File: src/rtl/instr_fetch.sv
// IF stage: owns the PC, keeps up to FIFO_DEPTH imem requests in flight, buffers
// returned words and feeds IF/ID. Optional FETCH_ALIGN_CHECK_EN flags misaligned redirect targets.
module instr_fetch #(
  parameter logic [31:0] RESET_PC   = 32'h0000_0000,
  parameter int          FIFO_DEPTH = 2
) (
  input  logic        i_clk,
  input  logic        i_rst,
  input  logic        i_stall,
  input  logic        i_redirect,
  input  logic [31:0] i_redirect_pc,
  output logic        o_imem_req,
  output logic [31:0] o_imem_addr,
  input  logic        i_imem_gnt,
  input  logic        i_imem_rvalid,
  input  logic [31:0] i_imem_rdata,
  output logic        o_we,
  output logic [31:0] o_instr,
  output logic [31:0] o_pc,
  output logic        o_flush,
  output logic        o_misalign
);

  localparam int CW = $clog2(FIFO_DEPTH + 1);
  localparam int PW = (FIFO_DEPTH > 1) ? $clog2(FIFO_DEPTH) : 1;
  localparam logic [CW:0]   DEPTH_C  = FIFO_DEPTH[CW:0];
  localparam logic [PW-1:0] LAST_PTR = PW'(FIFO_DEPTH - 1);

  typedef struct packed {
    logic [31:0] instr;
    logic [31:0] pc4;
  } entry_t;

  logic [31:0]   r_pc;
  logic [CW-1:0] r_outstanding;
  logic [CW-1:0] r_discard;
  logic [CW-1:0] r_count;
  logic [PW-1:0] r_rd_ptr, r_wr_ptr;
  logic [PW-1:0] r_tag_rd, r_tag_wr;
  entry_t        r_fifo [FIFO_DEPTH];
  logic [31:0]   r_tag  [FIFO_DEPTH];

  logic        w_credit;
  logic        w_req;
  logic        w_grant;
  logic        w_rvalid;
  logic        w_keep;
  logic        w_pop;
  logic [31:0] w_target;

  function automatic logic [PW-1:0] next_ptr(input logic [PW-1:0] p);
    return (p == LAST_PTR) ? '0 : p + PW'(1);
  endfunction

  // Credits cover both in-flight requests and buffered words, so a response always has a slot.
  assign w_credit = ({1'b0, r_outstanding} + {1'b0, r_count}) < DEPTH_C;
  assign w_req    = !i_rst && !i_redirect && w_credit;
  assign w_grant  = w_req && i_imem_gnt;
  assign w_rvalid = i_imem_rvalid && (r_outstanding != '0);
  assign w_keep   = w_rvalid && (r_discard == '0) && !i_redirect;
  assign w_pop    = !i_rst && (r_count != '0) && !i_stall && !i_redirect;
  assign w_target = i_redirect_pc & ~32'h3;

  assign o_imem_req  = w_req;
  assign o_imem_addr = r_pc;
  assign o_we        = w_pop;
  assign o_flush     = !i_rst && i_redirect;

`ifdef FETCH_ALIGN_CHECK_EN
  assign o_misalign = !i_rst && i_redirect && (i_redirect_pc[1:0] != 2'b00);
`else
  assign o_misalign = 1'b0;
`endif

  // NOTE: outputs get a default before the if, so no path leaves them unassigned (no latch).
  always_comb begin
    o_instr = 32'h0;
    o_pc    = 32'h0;
    if (r_count != '0) begin
      o_instr = r_fifo[r_rd_ptr].instr;
      o_pc    = r_fifo[r_rd_ptr].pc4;
    end
  end

  // NOTE: state uses non-blocking assignments so every register samples pre-edge values.
  always_ff @(posedge i_clk) begin
    if (i_rst) begin
      r_pc          <= RESET_PC;
      r_outstanding <= '0;
      r_discard     <= '0;
      r_count       <= '0;
      r_rd_ptr      <= '0;
      r_wr_ptr      <= '0;
      r_tag_rd      <= '0;
      r_tag_wr      <= '0;
    end else begin
      r_outstanding <= r_outstanding + CW'(w_grant) - CW'(w_rvalid);
      if (w_grant)  r_tag_wr <= next_ptr(r_tag_wr);
      if (w_rvalid) r_tag_rd <= next_ptr(r_tag_rd);

      if (i_redirect)   r_pc <= w_target;
      else if (w_grant) r_pc <= r_pc + 32'd4;

      // Every request still outstanding after a redirect belongs to the old path.
      if (i_redirect)                         r_discard <= r_outstanding - CW'(w_rvalid);
      else if (w_rvalid && r_discard != '0)   r_discard <= r_discard - CW'(1);

      if (i_redirect) begin
        r_count  <= '0;
        r_rd_ptr <= '0;
        r_wr_ptr <= '0;
      end else begin
        if (w_keep) r_wr_ptr <= next_ptr(r_wr_ptr);
        if (w_pop)  r_rd_ptr <= next_ptr(r_rd_ptr);
        r_count <= r_count + CW'(w_keep) - CW'(w_pop);
      end
    end
  end

  // NOTE: storage arrays are not reset; the counters and pointers define which entries are valid.
  always_ff @(posedge i_clk) begin
    if (w_grant)           r_tag[r_tag_wr]  <= r_pc + 32'd4;
    if (w_keep && !i_rst)  r_fifo[r_wr_ptr] <= {i_imem_rdata, r_tag[r_tag_rd]};
  end

`ifndef SYNTHESIS
  a_no_spurious_rvalid: assert property (@(posedge i_clk) disable iff (i_rst)
    i_imem_rvalid |-> (r_outstanding != '0));
`endif

endmodule

File: config.mk
export PLATFORM = sky130hd
export DESIGN_NAME = instr_fetch
export DESIGN_NICKNAME = d
export VERILOG_FILES = /design/src/rtl/instr_fetch.sv
export SDC_FILE = /design/constraint.sdc
export NUM_CORES = 1
export LEC_CHECK = 0
export ABC_AREA = 0
export CORE_MARGIN = 8
export CORE_UTILIZATION = 50
export CTS_CLUSTER_DIAMETER = 200
export CTS_CLUSTER_SIZE = 12
export DETAILED_ROUTE_END_ITERATION = 8
export PLACE_DENSITY = 0.77
export SLEW_MARGIN = 20
export SYNTH_ARGS = -nofsm -noshare
export SYNTH_HDL_FRONTEND = slang
export SYNTH_SLANG_ARGS = --single-unit
File: constraint.sdc
create_clock -name i_clk -period 6.71 [get_ports i_clk]
set_input_delay 0.671 -clock i_clk [delete_from_list [all_inputs] [get_ports i_clk]]
set_output_delay 0.671 -clock i_clk [all_outputs]
set_load 0.02 [all_outputs]
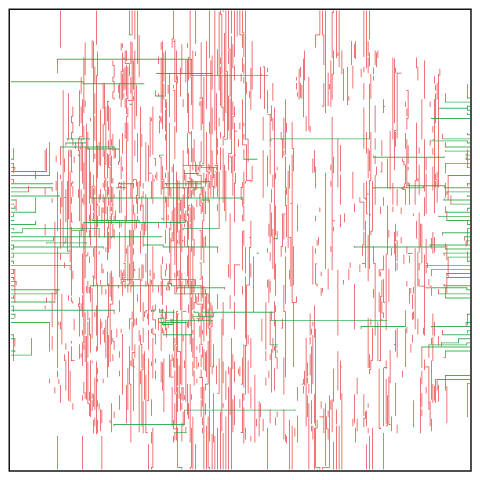
*Routed metal, one color a layer*
(3 px per µm) Two of the layers only.
layer	color	wire length
M3	green	1550 µm
M2	red	10300 µm
vias: 5939
Final Routed Wirelength: 20900 µm

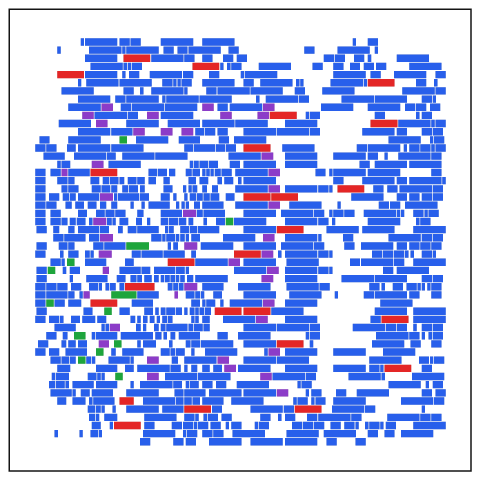
*Cell sizes after repair*
(3 px per µm)
size	color	cells	share	most used
x1 and smaller	blue	778	91%	edfxtp_1
x2	purple	43	5.0%	mux2_2
x6 and larger	red	25	2.9%	clkbuf_16
x3 and x4	green	13	1.5%	buf_4
final worst slack: 2770 ps
Signal buffers: 173
Area Overhead vs Synth: 26.8%

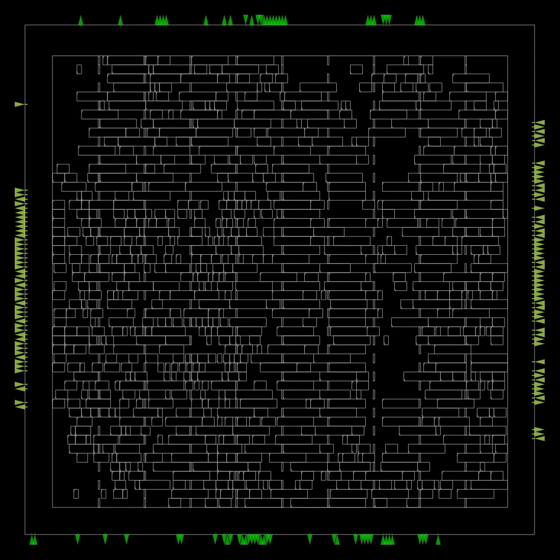
*Cell outlines without signal wires*
# Taps: 234
seq_cells: 226
Core Area: 18600 µm²

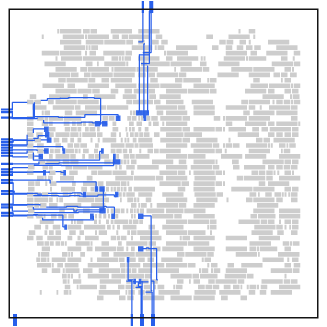
*Wires at chosen ports, followed through buffers*
(2 px per µm)
port	color	direction	edge	end cells	buffers	wire
i_redirect_pc	blue	input	22 left, 7 bottom, 3 top	30	30	1210 µm
I/O pin count: 170
Port Buffers: 162

==> impl_metrics.tcl <==
# yosys + openroad results
set metrics [dict create \
    status "finished, final reports clean" \
    clock_power_w 0.00112 \
    wl_per_cell_um 19.1 \
    wl_met3_um 1550 \
    crit_cells 7 \
    top_area_cell "edfxtp_1" \
    place_congestion 0.856 \
    setup_viol 0 \
    critPathArrivalTime_ps 4100 \
    final-nonclk-buf-share_pct 14.4 \
    p_sw_share_pct 23.4 \
    die_x_um 153 \
    yosys_warnings 0 \
    met1_length_um 8790 \
    inv_count 11 \
    cts_tree "done" \
    worstReg2RegStart "r_count[0]" \
    maxPowerGroup "registers" \
    max_stage_delay_ps 800 \
    critPathKind "reg -> reg" \
    top_register "r_fifo" \
    core_util_floorplan_pct 50.7 \
    grtUsageMet1_pct 21.3 \
    crit_slowest_cell "nor2_2" \
    syn_area_um2 9450 \
    cts-root-buf "clkbuf_16" \
    finalPower_w 0.00322 \
    p_comb_w 0.000442 \
    tns_ps 0 \
    timing.rr.end "r_tag[0][2]" \
    ys_async_sr_fraction_pct 0 \
    rsz0062_at_grt "no" \
    drt_iter0_markers 397 \
    hold_buffers 0 \
    p_int_w 0.00246 \
    clock_tree.buffer_depth 3 \
    avgSynthCellArea_um2 13.8 \
    period_needed_ps 3940 \
    dp.cells 1052 \
    ant_nets 0 \
    lay_top_count "edfxtp_1" \
    start_kind "flip-flop" \
    grt_max_degree 63 \
    wl_met2_um 10300 \
    cts_setup_buffers 0 \
    top_cells_by_area "edfxtp_1 (58%), dfxtp_1 (8.9%), mux2i_1 (6.6%), nor2_1 (3.8%), mux2_2 (3.6%)" \
    xor_share_pct 4.26 \
    synthTopCellsByCount "edfxtp_1 (184), nor2_1 (96), mux2i_1 (62)" \
    clkbuf_count 40 \
    ys_sh_simple_pct 10.2 \
    first_pass_iters 4 \
    lay_top_cells "edfxtp_1 (184), clkdlybuf4s50_1 (162), nor2_1 (94)" \
    comb_cells 409 \
    relSlewSlack_pct 35.6 \
    max_cap_violations 0 \
    final-hold-violation-count 0 \
    crit_end "r_tag[0][2]" \
    yosys-stat-cells 683 \
    ys_seq_share_pct 67.4 \
    grt_pass1_vias 6112 \
    fin_area_um2 12000 \
    holdCritStartpoint "r_tag_rd" \
    grt-ovfl-total 0 \
    r2r_cells 7 \
    yosysMostFrequentCell "edfxtp_1" \
    fmax_ghz 0.254 \
    insertion_delay_ps 490 \
    critPathBufInv 2 \
    post_cts_resized 0 \
    drive_above_1_share_pct 9.43 \
    top_layer "met4" \
    placed_cell_area_um2 11300 \
    powerDensity_nw_per_um2 269 \
    p_leak_nw 3.90 \
    synthCells 683 \
    p_comb_share_pct 13.7 \
    warnings 28 \
    critPathRequiredTime_ps 6870 \
    rows 50 \
    ys_ff 226 \
    mi_logic_area_um2 2900 \
    clock_power_share_pct 34.9 \
    grt.total_usage_pct 17.5 \
    die_h_um 153 \
    antenna_cells 0 \
    seq_share_pct 53.2 \
    fin_crit_sh_pct 58.8 \
    largest_reg_flops 124 \
    final_nets 921 \
    worst_setup_hold_path_clk_slew_ps 60 \
    grt-busiest-layer "met2" \
    p_seq_share_pct 51.4 \
    report.final.slew_viol_count 0 \
    synthTopLogicFamily "simple AND/OR/NAND/NOR gates" \
    ir_drop_uv 177 \
    pre_cts_slack_ps 2620 \
    antenna_found_initial 0 \
    crit_fanout 25 \
    dp_hpwl_um 13800 \
    synth_top_area_share_pct 58.5 \
    crit_top_cell "nor2_2" \
]
